Design uart_rx_core, sky130hd; sources not shown.
run_1/met3.png
(6 px per µm)
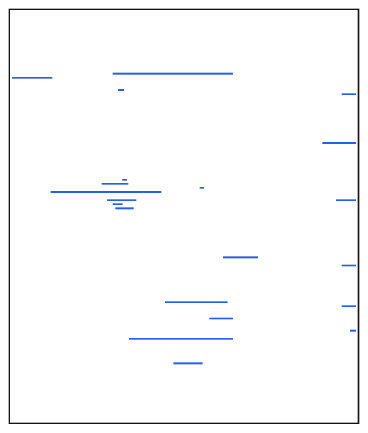
longest straight run = 19.8 µm
wire length on this layer = 115 µm
nets with wire on the layer = 17
share of all routed wire = 3.3%
met3 layer usage reported by global route: 0.0541
via count: 1330
detailed-route wire length: 3.43 mm

run_1/final_congestion.png
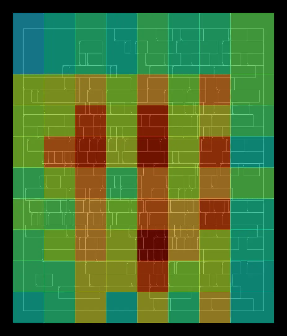
combined global-route utilization of all metal layers: 0.203
final routed wire length divided by cell count: 15.2 µm
met2 layer usage reported by global route: 0.366

run_1/cell_classes.png
(6 px per µm) Fill, decap, tap and diode cells in grey.
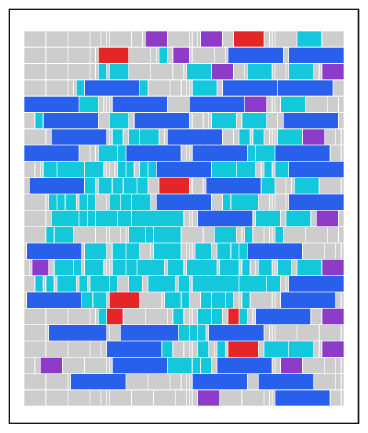
clock drivers and dummy loads -> red  # cells 7
flip-flops -> blue  # cells 40
all other logic -> cyan  # cells 127
other buffers and delay cells -> purple  # cells 15
area of the core: 3340 µm²
share of the core filled with cells in the final layout: 0.651
final cell area excluding filler cells: 2170 µm²
total number of placement rows: 23
fraction of standard cell area that is sequential: 0.461

run_1/gate_families.png
(6 px per µm)
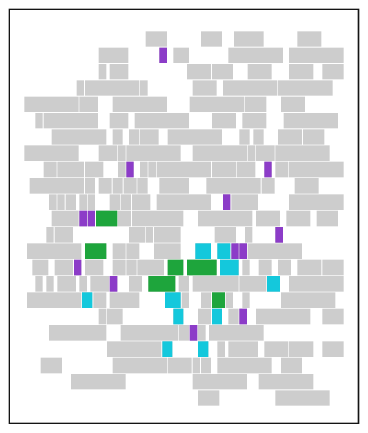
AND and OR gates -> green  # cells 6, most used and4b_1
inverting AOI/OAI gates -> cyan  # cells 10, most used a21oi_1
inverters -> purple  # cells 13, most used inv_1
multi-input gate share of the layout cell area: 0.391
most common library cell in the layout ignoring fill and taps: sky130_fd_sc_hd__dfrtp_1

==> impl_results.html <==
<h2>Synthesis and place &amp; route</h2>
<table>
<tr><th>Metric</th><th>Value</th></tr>
<tr><th colspan="2">Run status</th></tr>
<tr><td>Status</td><td>finished clean</td></tr>
<tr><th colspan="2">GRT</th></tr>
<tr><td>Total overflow reported by the global router</td><td>0</td></tr>
<tr><td>GRT busiest layer</td><td>met2</td></tr>
<tr><td>Global-route wire length before repair</td><td>5.95 mm</td></tr>
<tr><td>Met1 track demand over resource</td><td>0.221</td></tr>
<tr><td>Initial antenna violation count</td><td>0</td></tr>
<tr><td>Pin count of the biggest net entering global routing</td><td>41</td></tr>
<tr><th colspan="2">Pwr</th></tr>
<tr><td>Worst VDD drop</td><td>192 µV</td></tr>
<tr><td>Top power group</td><td>registers</td></tr>
<tr><td>Net switching share of the total power</td><td>0.214</td></tr>
<tr><td>Power consumed by combinational cells</td><td>9.30 µW</td></tr>
<tr><td>Power share of the sequential group</td><td>0.609</td></tr>
<tr><td>Power density over cell area</td><td>268 nW/µm²</td></tr>
<tr><td>Switching power</td><td>124 µW</td></tr>
<tr><td>Total internal power</td><td>458 µW</td></tr>
<tr><td>LEAKAGE</td><td>0.00100 µW</td></tr>
<tr><td>Sequential power</td><td>355 µW</td></tr>
<tr><td>Power dissipated in the clock network</td><td>218 µW</td></tr>
<tr><th colspan="2">Synth</th></tr>
<tr><td>Post-synth cell types</td><td>37</td></tr>
<tr><td>Ys Warns</td><td>0</td></tr>
<tr><td>Total cell area reported by yosys after synthesis</td><td>1920 µm²</td></tr>
<tr><td>Cells in synth_stat.txt</td><td>171</td></tr>
<tr><td>Largest area contributor in the synthesized netlist</td><td>sky130_fd_sc_hd__dfrtp_1</td></tr>
<tr><td>Post-synth tally of flip-flops with integrated enable</td><td>0</td></tr>
<tr><td>FFs w/ async S/R, synth</td><td>1.00</td></tr>
<tr><td>Main synth FF type</td><td>sky130_fd_sc_hd__dfrtp_1</td></tr>
<tr><td>Mean instance size in the synthesized netlist</td><td>11.2 µm²</td></tr>
<tr><td>Largest type area fraction</td><td>0.495</td></tr>
<tr><td>Seq share, synth</td><td>0.522</td></tr>
<tr><td>Mux cell area share</td><td>0.0990</td></tr>
<tr><td>Post-synthesis share of cell area spent on xor and xnor gates</td><td>0.0501</td></tr>
<tr><td>Number of nets produced by synthesis</td><td>178</td></tr>
<tr><td>Most used standard cells in the synthesized netlist</td><td>sky130_fd_sc_hd__dfrtp_1 (38), sky130_fd_sc_hd__nor2_1 (20), sky130_fd_sc_hd__mux2_2 (16)</td></tr>
<tr><td>Synth Area in Simple Gates</td><td>0.225</td></tr>
<tr><td>Dominant kind of combinational cell</td><td>simple AND/OR/NAND/NOR gates</td></tr>
<tr><td>Top cells by area</td><td>sky130_fd_sc_hd__dfrtp_1 (49%), sky130_fd_sc_hd__mux2_2 (9.4%), sky130_fd_sc_hd__xnor2_1 (4.1%)</td></tr>
<tr><th colspan="2">Routing</th></tr>
<tr><td>Met3 layer wire length in the routed design</td><td>114 µm</td></tr>
<tr><td>Violation tally from detailed-route iteration zero</td><td>48</td></tr>
<tr><td>Remaining antenna violation count</td><td>0</td></tr>
<tr><td>Met2 layer wire length in the routed design</td><td>1.84 mm</td></tr>
<tr><td>Uppermost signal routing layer after detailed routing</td><td>met4</td></tr>
<tr><td>Iteration tally of the first detailed-router pass</td><td>4</td></tr>
<tr><td>Sum of routed wire segments on met1</td><td>1.39 mm</td></tr>
<tr><th colspan="2">Cells and area</th></tr>
<tr><td># fillers</td><td>274</td></tr>
<tr><td>Antenna Cells</td><td>0</td></tr>
<tr><td>Largest area class, layout</td><td>sequential cells</td></tr>
<tr><td>Max FFs per register</td><td>14</td></tr>
<tr><td>Repair and plain buffers</td><td>15</td></tr>
<tr><td>Net total in the final layout</td><td>196</td></tr>
<tr><td>Flops</td><td>40</td></tr>
<tr><td>Cell Count, Final, Fillers Out</td><td>226</td></tr>
<tr><td>Layout clock area frac</td><td>0.0374</td></tr>
<tr><td>Logic inverters</td><td>13</td></tr>
<tr><td>Logic area</td><td>850 µm²</td></tr>
<tr><td>Layout buffering overhead excluding clock cells</td><td>0.0667</td></tr>
<tr><td>Share of final-layout standard cells stronger than drive strength 1</td><td>0.185</td></tr>
<tr><td>Multi-input combinational cell count</td><td>114</td></tr>
<tr><th colspan="2">Floorplanning</th></tr>
<tr><td>Vertical die dimension</td><td>68.8 µm</td></tr>
<tr><td>Number of primary I/O pins</td><td>14</td></tr>
<tr><td>Tap cells</td><td>37</td></tr>
<tr><td>Total Die Area</td><td>3990 µm²</td></tr>
<tr><td>Floorplan utilization</td><td>0.576</td></tr>
<tr><td>Horizontal die size</td><td>58.0 µm</td></tr>
<tr><th colspan="2">Critical path</th></tr>
<tr><td>Crit path max-delay family</td><td>buffers and inverters</td></tr>
<tr><td>Nature of the critical path startpoint</td><td>flop</td></tr>
<tr><td>Cell breakdown of the critical path</td><td>nor2_1 &gt; nand2_1 &gt; clkdlybuf4s50_1</td></tr>
<tr><td>FF-to-FF setup slack</td><td>2.47 ns</td></tr>
<tr><td>Slowest cell on crit path</td><td>sky130_fd_sc_hd__clkdlybuf4s50_1</td></tr>
<tr><td>Highest fanout seen on the critical path</td><td>10</td></tr>
<tr><td>Worst Setup Path Type</td><td>flop to output pin</td></tr>
<tr><td>Depth of the critical timing path with buffers and inverters included</td><td>3</td></tr>
<tr><td>Largest stage delay on the critical path</td><td>0.79 ns</td></tr>
<tr><td>Kind of end point of the critical path</td><td>output pin</td></tr>
<tr><th colspan="2">CTS</th></tr>
<tr><td>Clock network latency to the later pin of the worst-skew pair</td><td>0.30 ns</td></tr>
<tr><td>Buffer levels on the longest clock path</td><td>2</td></tr>
<tr><td>CTS Hold Buffers Added</td><td>0</td></tr>
<tr><td>Cts repair resizes</td><td>0</td></tr>
<tr><td>H-Tree Depth</td><td>2</td></tr>
<tr><td>Total clock sinks</td><td>40</td></tr>
<tr><td>Clock buffers created by TritonCTS</td><td>5</td></tr>
<tr><th colspan="2">Timing</th></tr>
<tr><td>Slew @ Worst Pin</td><td>0.588 ns</td></tr>
<tr><td>Normalized max-slew margin</td><td>0.605</td></tr>
<tr><td>Post-Route Setup TNS</td><td>0 ns</td></tr>
<tr><td>Number of pins exceeding their max-slew limit in the final report</td><td>0</td></tr>
<tr><td>Setup repair after global routing missed its margin</td><td>no</td></tr>
<tr><td>Final hold slack</td><td>0.358 ns</td></tr>
<tr><td>Post-route clock period utilization</td><td>0.548</td></tr>
<tr><td>Peak clock frequency supported by timing</td><td>396 MHz</td></tr>
<tr><td>Number of hold-slack violations in the final timing report</td><td>0</td></tr>
<tr><td>Setup clock skew after layout</td><td>0.00563 ns</td></tr>
<tr><td>Worst Slack Setup Final</td><td>2.08 ns</td></tr>
<tr><td>Final setup violating endpoints</td><td>0</td></tr>
<tr><th colspan="2">Job</th></tr>
<tr><td>OpenROAD warning count</td><td>27</td></tr>
<tr><td>Reported max-cap violation count</td><td>0</td></tr>
<tr><th colspan="2">Place</th></tr>
<tr><td>Setup slack at placement</td><td>2.26 ns</td></tr>
<tr><td>Cell Count Post-Placement</td><td>218</td></tr>
<tr><td>Final HPWL from detailed placement</td><td>2.47 mm</td></tr>
<tr><td>Count of input and output buffers</td><td>13</td></tr>
<tr><th colspan="2">Hold path</th></tr>
<tr><td>Tightest Hold Check Type</td><td>flop to flop</td></tr>
</table>
Power is estimated from default activity; no workload was simulated.
